$ cat src/rtl/distance_pkg.sv
// Shared types and width/latency derivations for the distance pipeline.
package distance_pkg;

   typedef enum logic {
      METRIC_L2SQ = 1'b0,
      METRIC_L1   = 1'b1
   } metric_e;

   function automatic int out_w(input int dim, input int coord_w);
      return 2 * coord_w + $clog2(dim);
   endfunction

   function automatic int latency(input int dim);
      return 2 + $clog2(dim);
   endfunction

endpackage

$ cat src/rtl/distance_pipe_sum_tree.sv
// Registered binary adder tree; one register level per halving, odd operands carried forward.
module sum_tree #(
   parameter int N     = 2,
   parameter int W     = 32,
   parameter int TAG_W = 8
) (
   input  logic                     clk_in,
   input  logic                     rst_in,
   input  logic                     en,
   input  logic [N*W-1:0]           terms,
   input  logic                     term_valid,
   input  logic [TAG_W-1:0]         term_tag,
   output logic [W+$clog2(N)-1:0]   sum,
   output logic                     sum_valid,
   output logic [TAG_W-1:0]         sum_tag
);

   localparam int LVL  = $clog2(N);
   localparam int OW   = W + LVL;
   localparam int HALF = (N + 1) / 2;

   if (N < 2) begin : g_bad_n
      $error("sum_tree: N must be at least 2");
   end

   function automatic int cnt(input int l);
      return (N + (1 << l) - 1) >> l;
   endfunction

   // view[l] is the operand row entering level l; column N stays zero so pair reads never overrun.
   logic [OW-1:0]    view [0:LVL][0:N];
   logic [OW-1:0]    node [0:LVL-1][0:HALF-1];
   logic             vld  [0:LVL-1];
   logic [TAG_W-1:0] tag  [0:LVL-1];

   always_comb begin
      for (int l = 0; l <= LVL; l++)
         for (int i = 0; i <= N; i++)
            view[l][i] = '0;
      for (int i = 0; i < N; i++)
         view[0][i] = OW'(terms[i*W +: W]);
      for (int l = 1; l <= LVL; l++)
         for (int i = 0; i < HALF; i++)
            view[l][i] = node[l-1][i];
   end

   always_ff @(posedge clk_in) begin
      if (rst_in) begin
         for (int l = 0; l < LVL; l++) begin
            vld[l] <= 1'b0;
            tag[l] <= '0;
            for (int i = 0; i < HALF; i++)
               node[l][i] <= '0;
         end
      end else if (en) begin
         vld[0] <= term_valid;
         tag[0] <= term_tag;
         for (int l = 1; l < LVL; l++) begin
            vld[l] <= vld[l-1];
            tag[l] <= tag[l-1];
         end
         for (int l = 0; l < LVL; l++)
            for (int i = 0; i < HALF; i++)
               if (2*i + 1 < cnt(l))
                  node[l][i] <= view[l][2*i] + view[l][2*i+1];
               else
                  node[l][i] <= view[l][2*i];
      end
   end

   assign sum       = node[LVL-1][0];
   assign sum_valid = vld[LVL-1];
   assign sum_tag   = tag[LVL-1];

endmodule

$ cat src/rtl/distance_pipe.sv
// Pipelined vertex/query distance (squared L2 or L1) with valid/ready flow control.
module distance_pipe
   import distance_pkg::*;
#(
   parameter int DIM     = 2,
   parameter int COORD_W = 16,
   parameter int TAG_W   = 8
) (
   input  logic                            clk_in,
   input  logic                            rst_in,
   input  logic                            data_valid_in,
   output logic                            data_ready_out,
   input  logic [DIM*COORD_W-1:0]          vertex_pos_in,
   input  logic [DIM*COORD_W-1:0]          query_pos_in,
   input  logic                            metric_in,
   input  logic [TAG_W-1:0]                tag_in,
   output logic [out_w(DIM, COORD_W)-1:0]  distance_out,
   output logic [TAG_W-1:0]                tag_out,
   output logic                            data_valid_out,
   input  logic                            ready_in
);

   localparam int TW = 2 * COORD_W;

   if (DIM < 1 || DIM > 16) begin : g_bad_dim
      $error("distance_pipe: DIM must be in 1..16");
   end
   if (COORD_W < 1 || TAG_W < 1) begin : g_bad_width
      $error("distance_pipe: COORD_W and TAG_W must be positive");
   end

   logic en;
   assign en             = rst_in || !data_valid_out || ready_in;
   assign data_ready_out = en;

   // Difference at COORD_W+1 bits; its magnitude always fits back into COORD_W unsigned bits.
   logic [COORD_W:0]   diff    [DIM];
   logic [COORD_W:0]   neg     [DIM];
   logic [COORD_W-1:0] mag_nxt [DIM];

   always_comb begin
      for (int d = 0; d < DIM; d++) begin
         diff[d]    = {vertex_pos_in[d*COORD_W + COORD_W-1], vertex_pos_in[d*COORD_W +: COORD_W]}
                    - {query_pos_in[d*COORD_W + COORD_W-1],  query_pos_in[d*COORD_W +: COORD_W]};
         neg[d]     = -diff[d];
         mag_nxt[d] = diff[d][COORD_W] ? neg[d][COORD_W-1:0] : diff[d][COORD_W-1:0];
      end
   end

   logic [COORD_W-1:0] s1_mag [DIM];
   metric_e            s1_metric;
   logic [TAG_W-1:0]   s1_tag;
   logic               s1_vld;
   logic [DIM*TW-1:0]  s2_term;
   logic [TAG_W-1:0]   s2_tag;
   logic               s2_vld;

   always_ff @(posedge clk_in) begin
      if (rst_in) begin
         for (int d = 0; d < DIM; d++)
            s1_mag[d] <= '0;
         s1_metric <= METRIC_L2SQ;
         s1_tag    <= '0;
         s1_vld    <= 1'b0;
         s2_term   <= '0;
         s2_tag    <= '0;
         s2_vld    <= 1'b0;
      end else if (en) begin
         for (int d = 0; d < DIM; d++)
            s1_mag[d] <= mag_nxt[d];
         s1_metric <= metric_e'(metric_in);
         s1_tag    <= tag_in;
         s1_vld    <= data_valid_in;
         for (int d = 0; d < DIM; d++)
            s2_term[d*TW +: TW] <= (s1_metric == METRIC_L1) ? TW'(s1_mag[d])
                                                            : TW'(s1_mag[d]) * TW'(s1_mag[d]);
         s2_tag    <= s1_tag;
         s2_vld    <= s1_vld;
      end
   end

   if (DIM == 1) begin : g_direct
      assign distance_out   = s2_term;
      assign tag_out        = s2_tag;
      assign data_valid_out = s2_vld;
   end else begin : g_tree
      sum_tree #(
         .N     (DIM),
         .W     (TW),
         .TAG_W (TAG_W)
      ) u_sum_tree (
         .clk_in     (clk_in),
         .rst_in     (rst_in),
         .en         (en),
         .terms      (s2_term),
         .term_valid (s2_vld),
         .term_tag   (s2_tag),
         .sum        (distance_out),
         .sum_valid  (data_valid_out),
         .sum_tag    (tag_out)
      );
   end

endmodule

$ cat config.mk
export PLATFORM = sky130hd
export DESIGN_NAME = distance_pipe
export DESIGN_NICKNAME = d
export VERILOG_FILES = /design/src/rtl/distance_pkg.sv /design/src/rtl/distance_pipe_sum_tree.sv /design/src/rtl/distance_pipe.sv
export SDC_FILE = /design/constraint.sdc
export NUM_CORES = 1
export LEC_CHECK = 0
export CELL_PAD_IN_SITES_DETAIL_PLACEMENT = 1
export CELL_PAD_IN_SITES_GLOBAL_PLACEMENT = 2
export CORE_ASPECT_RATIO = 0.8
export CORE_MARGIN = 4
export CORE_UTILIZATION = 40
export DETAILED_ROUTE_END_ITERATION = 8
export HOLD_SLACK_MARGIN = 0.03
export PLACE_DENSITY = 0.94
export SYNTH_ARGS = -nofsm -noshare
export SYNTH_HDL_FRONTEND = slang
export SYNTH_HIERARCHICAL = 1
export SYNTH_SLANG_ARGS = --single-unit
export TNS_END_PERCENT = 50
$ cat constraint.sdc
create_clock -name clk_in -period 19.7 [get_ports clk_in]
set_clock_uncertainty 0.2 [all_clocks]
set_input_delay 3.94 -clock clk_in [delete_from_list [all_inputs] [get_ports clk_in]]
set_output_delay 3.94 -clock clk_in [all_outputs]
set_load 0.1 [all_outputs]
Run 1, placement by cell class:
(1 px per micron)
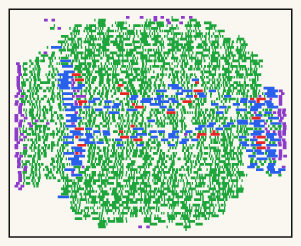
Key: purple = other buffers and delay cells [cells 137]; red = clock drivers and dummy loads [cells 32]; green = all other logic [cells 2,453]; blue = flops [cells 157]

Run 1, signal wires on met3:
(1.5 px per micron)
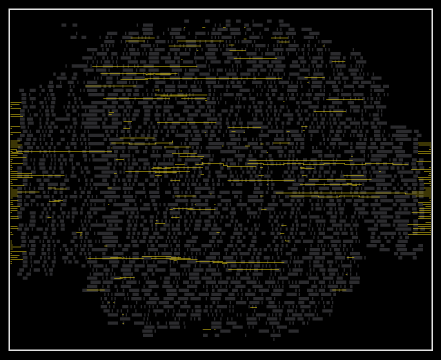
The layer carries 2,530 microns of wire. The layer holds 3.9% of the routed length.

Run 1, clock wires, drivers and flops:
(1.5 px per micron)
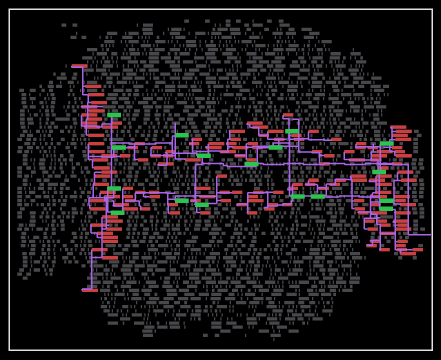
Key: red = flip-flops [count 157]; green = cells driving clock nets [count 17]; purple = clock wires [length 2,030 microns]
There are 18 routed clock nets.

-- run 1: cell families after synthesis --
kind of cell | synth area share
and+or+nand+nor | 0.132
xor gates and xnor gates | 0.0470
muxes | 0.00346
buffers and inverters | 0.104
AOI/OAI and AO/OA | 0.135
adders and majority gates | 0.416
DFF | 0.163
-- run 1: state kept, by name, indices dropped and copies added (netlist names) --
signal / cells
s2_term: 64
g_tree.u_sum_tree/node: 33
s1_mag: 32
g_tree.u_sum_tree/tag: 8
s1_tag: 8
s2_tag: 8
g_tree.u_sum_tree/vld: 1
s1_metric: 1
s1_vld: 1
s2_vld: 1
-- run 1: through the flow --
step           setup slack (ps)  cell area, sq um
6_report                   9390             26500
3_5_place_dp               9380             25800
4_1_cts                    9370             26400
3_3_place_gp               9400             25800
2_1_floorplan             10240             23800
5_1_grt                    9280             26500
==> out/results.txt, run 1 <==
Result of the run: finished clean
Worst setup path end: data_ready_out
Gate power share: 0.754
Number of resized instances in the post-cts repair step: 0
Synthesized net count: 3,362
WP buf/inv: 4
Uppermost signal routing layer after detailed routing: met4
Number of cells on the worst hold path: 2
Commonest flop: sky130_fd_sc_hd__dfxtp_1
Fillcell total: 6,900
Highest clock rate: 97.0 MHz
Floorplan die width: 281 microns
Number of buffers created by CTS: 17
Share of power burned in registers: 0.151
Yosys-reported design area after synthesis: 23,800 sq um
Crit path launch: rst_in
Count of cell instances traversed by the critical path: 5
Crit Path Class: in -> out
Min Clock Period, post-route: 10,310 ps
CTS root buffer: sky130_fd_sc_hd__clkbuf_16
Family with the most delay on the worst path: buffers and inverters
==> inputs of run 2 (changes only) <==
clock period = 10.1 ns   (was 19.7 ns; I/O delays follow)
Run 2, placement by cell class:
(1 px per micron)
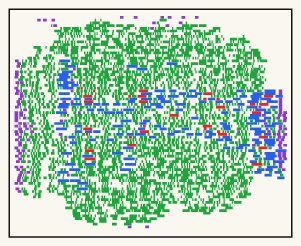
Key: red = clock drivers and dummy loads [cells 32]; blue = flops [cells 157]; green = all other logic [cells 2,453]; purple = other buffers and delay cells [cells 132]

Run 2, port wiring:
(1.5 px per micron)
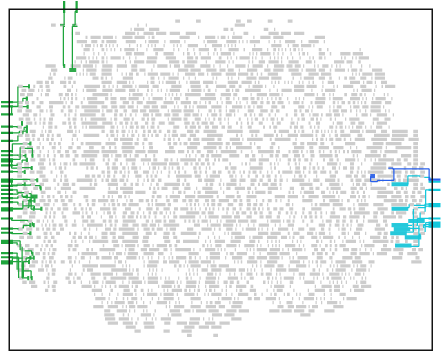
Key: cyan = tag_out [bits 8, direction output, edge right, end cells 8, wire 157 microns]; blue = metric_in [bits 1, direction input, edge right, end cells 1, wire 63.6 microns]; green = query_pos_in [bits 32, direction input, edge 30 left, 2 top, end cells 32, wire 551 microns]

==> out/results.txt, run 2 <==
Result of the run: finished clean
Crit Path Class: reg -> reg
Number of resized instances in the post-cts repair step: 0 (unchanged)
Number of buffers created by CTS: 17 (unchanged)
Highest clock rate: 134 MHz
Share of power burned in registers: 0.151 (about the same)
Yosys-reported design area after synthesis: 23,800 sq um (unchanged)
Final worst path period share: 0.738
Fillcell total: 6,876 (-0.35%)
Top logic family: adder cells
Final worst-path setup slack: 2640 ps (-6750 ps)
Area fraction in xor and xnor cells: 0.0470 (unchanged)
Yosys adder share: 0.416 (unchanged)
Area of placed instances: 25,800 sq um (-0.12%)
Family with the most delay on the worst path: adder cells
Seq share, synth: 0.163
Worst slack, placed: 2670 ps (-6710 ps)
Synthesized net count: 3,362 (unchanged)
Relative slew slack: 0.163
WP buf/inv: 4 (unchanged)
Uppermost signal routing layer after detailed routing: met4
Data arrival at the endpoint of the critical path: 7600 ps
Total of buffers placed on input and output ports: 119
Simple share: 0.132 (unchanged)
Share of synthesized area spent on multiplexers: 0.00346 (unchanged)
Design Area, Final: 26,400 sq um (-0.17%)
Biggest registers after layout: s2_term (64), g_tree.u_sum_tree/node (33), s1_mag (32)
Largest register by flop count: s2_term
CTS root buffer: sky130_fd_sc_hd__clkbuf_16
Max FFs per register: 64 (unchanged)
Min Clock Period, post-route: 7460 ps
Clock tree from TritonCTS: yes
Floorplan die width: 281 microns (unchanged)
run 2: cell counts after synthesis:
No cell type changed its count.
run 2: worst min-delay path, delay by kind of cell, from the launching register on:
family	cells	cell delay, ps
and+or+nand+nor	1	50
DFF	1	330
AOI/OAI and AO/OA	1	60
run 2: worst paths after layout:
path	end	depth (start not counted)	start	slack, ps
setup reg to reg	s2_term[29]	22	s1_mag[0][3]	2640
hold / removal	s2_term[17]	2	s2_term[17]	280
hold reg to reg	s2_term[17]	2	s2_term[17]	280
setup / recovery	s2_term[29]	22	s1_mag[0][3]	2640
run 2: area by class of cell:
type / instances / share of cell area
sequential: 157 / 0.147
tap: 769 / 0.0364
inverter: 579 / 0.0822
timing repair buffer: 132 / 0.0488
clock inverter: 11 / 0.00483
clock buffer: 21 / 0.0187
multi-input combinational: 1874 / 0.662
==> inputs of run 3 (changes only) <==
clock period = 7.4 ns   (was 10.1 ns; I/O delays follow)
Run 3, signal wires on met3:
(1.5 px per micron)
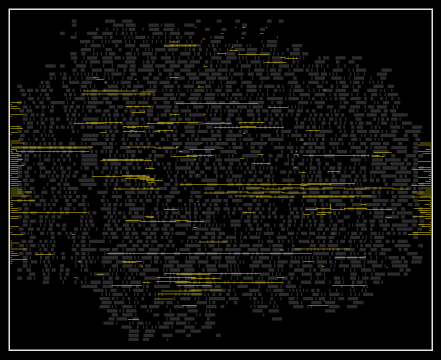
vias: 18,900
detailed-route wire length: 68.8 mm

Run 3, placement by cell class:
(1 px per micron)
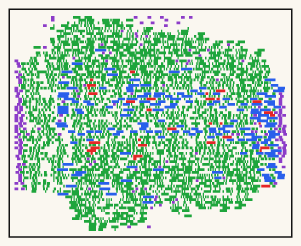
Key: purple = other buffers and delay cells [cells 171]; blue = flops [cells 157]; green = all other logic [cells 2,453]; red = clock drivers and dummy loads [cells 32]

==> out/results.txt, run 3 <==
Biggest registers after layout: s2_term (64), g_tree.u_sum_tree/node (33), s1_mag (32)
Antenna diode count: 0
Mi-comb count: 1,874 (unchanged)
Number of design-rule violations left by the first detailed-router iteration: 935
Uppermost signal routing layer after detailed routing: met5
Yosys-reported design area after synthesis: 23,800 sq um (unchanged)
Fraction of synthesis flops using an asynchronous set or reset pin: 0
Result of the run: finished clean
Tapcell Cnt: 769 (unchanged)
Relative slew slack: 0.162 (-0.00174)
Wire length of the first global-routing pass: 113 mm
Floorplan die width: 281 microns (unchanged)
Synthesized net count: 3,362 (unchanged)
Fraction of area in non-clock buffers: 0.0593 (+0.0105)
Crit Path Class: reg -> reg
Family with the most delay on the worst path: adder cells
Largest register by flop count: s2_term
Sequential fraction of total cell area: 0.146 (-0.00137)
Clk latency late pin: 460 ps
Seq share, synth: 0.163 (unchanged)
Number of nets with antenna violations after detailed routing: 0
TritonCTS sink count: 157
Design Area, Final: 26,700 sq um (+0.94%)
Power per unit of standard cell area: 357 nW/um^2
Clock tree from TritonCTS: yes
Total of buffers placed on input and output ports: 119 (unchanged)
Non-CTS inverters: 579 (unchanged)
WP buf/inv: 4 (unchanged)
Fillcell total: 6,851 (-0.36%)
CTS root buffer: sky130_fd_sc_hd__clkbuf_16
Final worst path period share: 0.949 (+0.211)
Fraction of area in multi-input gates: 0.656 (-0.00618)
Number of resized instances in the post-cts repair step: 0 (unchanged)
Data arrival at the endpoint of the critical path: 7170 ps (-430 ps)
Number of clock buffer instances in the layout: 21 (unchanged)
Clk cell area share: 0.0216 (-0.00186)
Final worst-path setup slack: 376 ps (-2270 ps)
Worst slack, placed: 427 ps (-2240 ps)
Biggest area consumer among cell classes: combinational gates
Highest clock rate: 142 MHz (+6.2%)
Global-route met2 utilization: 0.381
Number of buffers created by CTS: 17 (unchanged)
Min Clock Period, post-route: 7020 ps (-433 ps)
Max FFs per register: 64 (unchanged)
Non-CTS buffers: 171 (+30%)
Area taken by multi-input logic gates: 17,500 sq um
## run 3: final timing paths
kind / cells past startpoint / endpoint / slack (ps) / from
setup / recovery: 21 / s2_term[29] / 380 / s1_mag[0][6]
hold / removal: 2 / s2_term[44] / 270 / s2_term[44]
setup reg to reg: 21 / s2_term[29] / 380 / s1_mag[0][6]
hold reg to reg: 2 / s2_term[44] / 270 / s2_term[44]
## run 3: logic make-up after synthesis
logic type,after synthesis,share of synthesized area
AND-OR/OR-AND,479,0.135
AND/OR/NAND/NOR,663,0.132
flip-flops,157,0.163
multiplexers,8,0.00346
adder cells (fa/ha/maj),596,0.416
XOR/XNOR,128,0.0470
buffers and inverters,658,0.104
## run 3: report_power, final
group / switching (uW) / internal (uW) / total [uW]
clock network: 392 / 493 / 885
registers: 206 / 1140 / 1350
logic: 4470 / 2810 / 7280
No activity file was given, so power comes from the tool's default toggle rates.
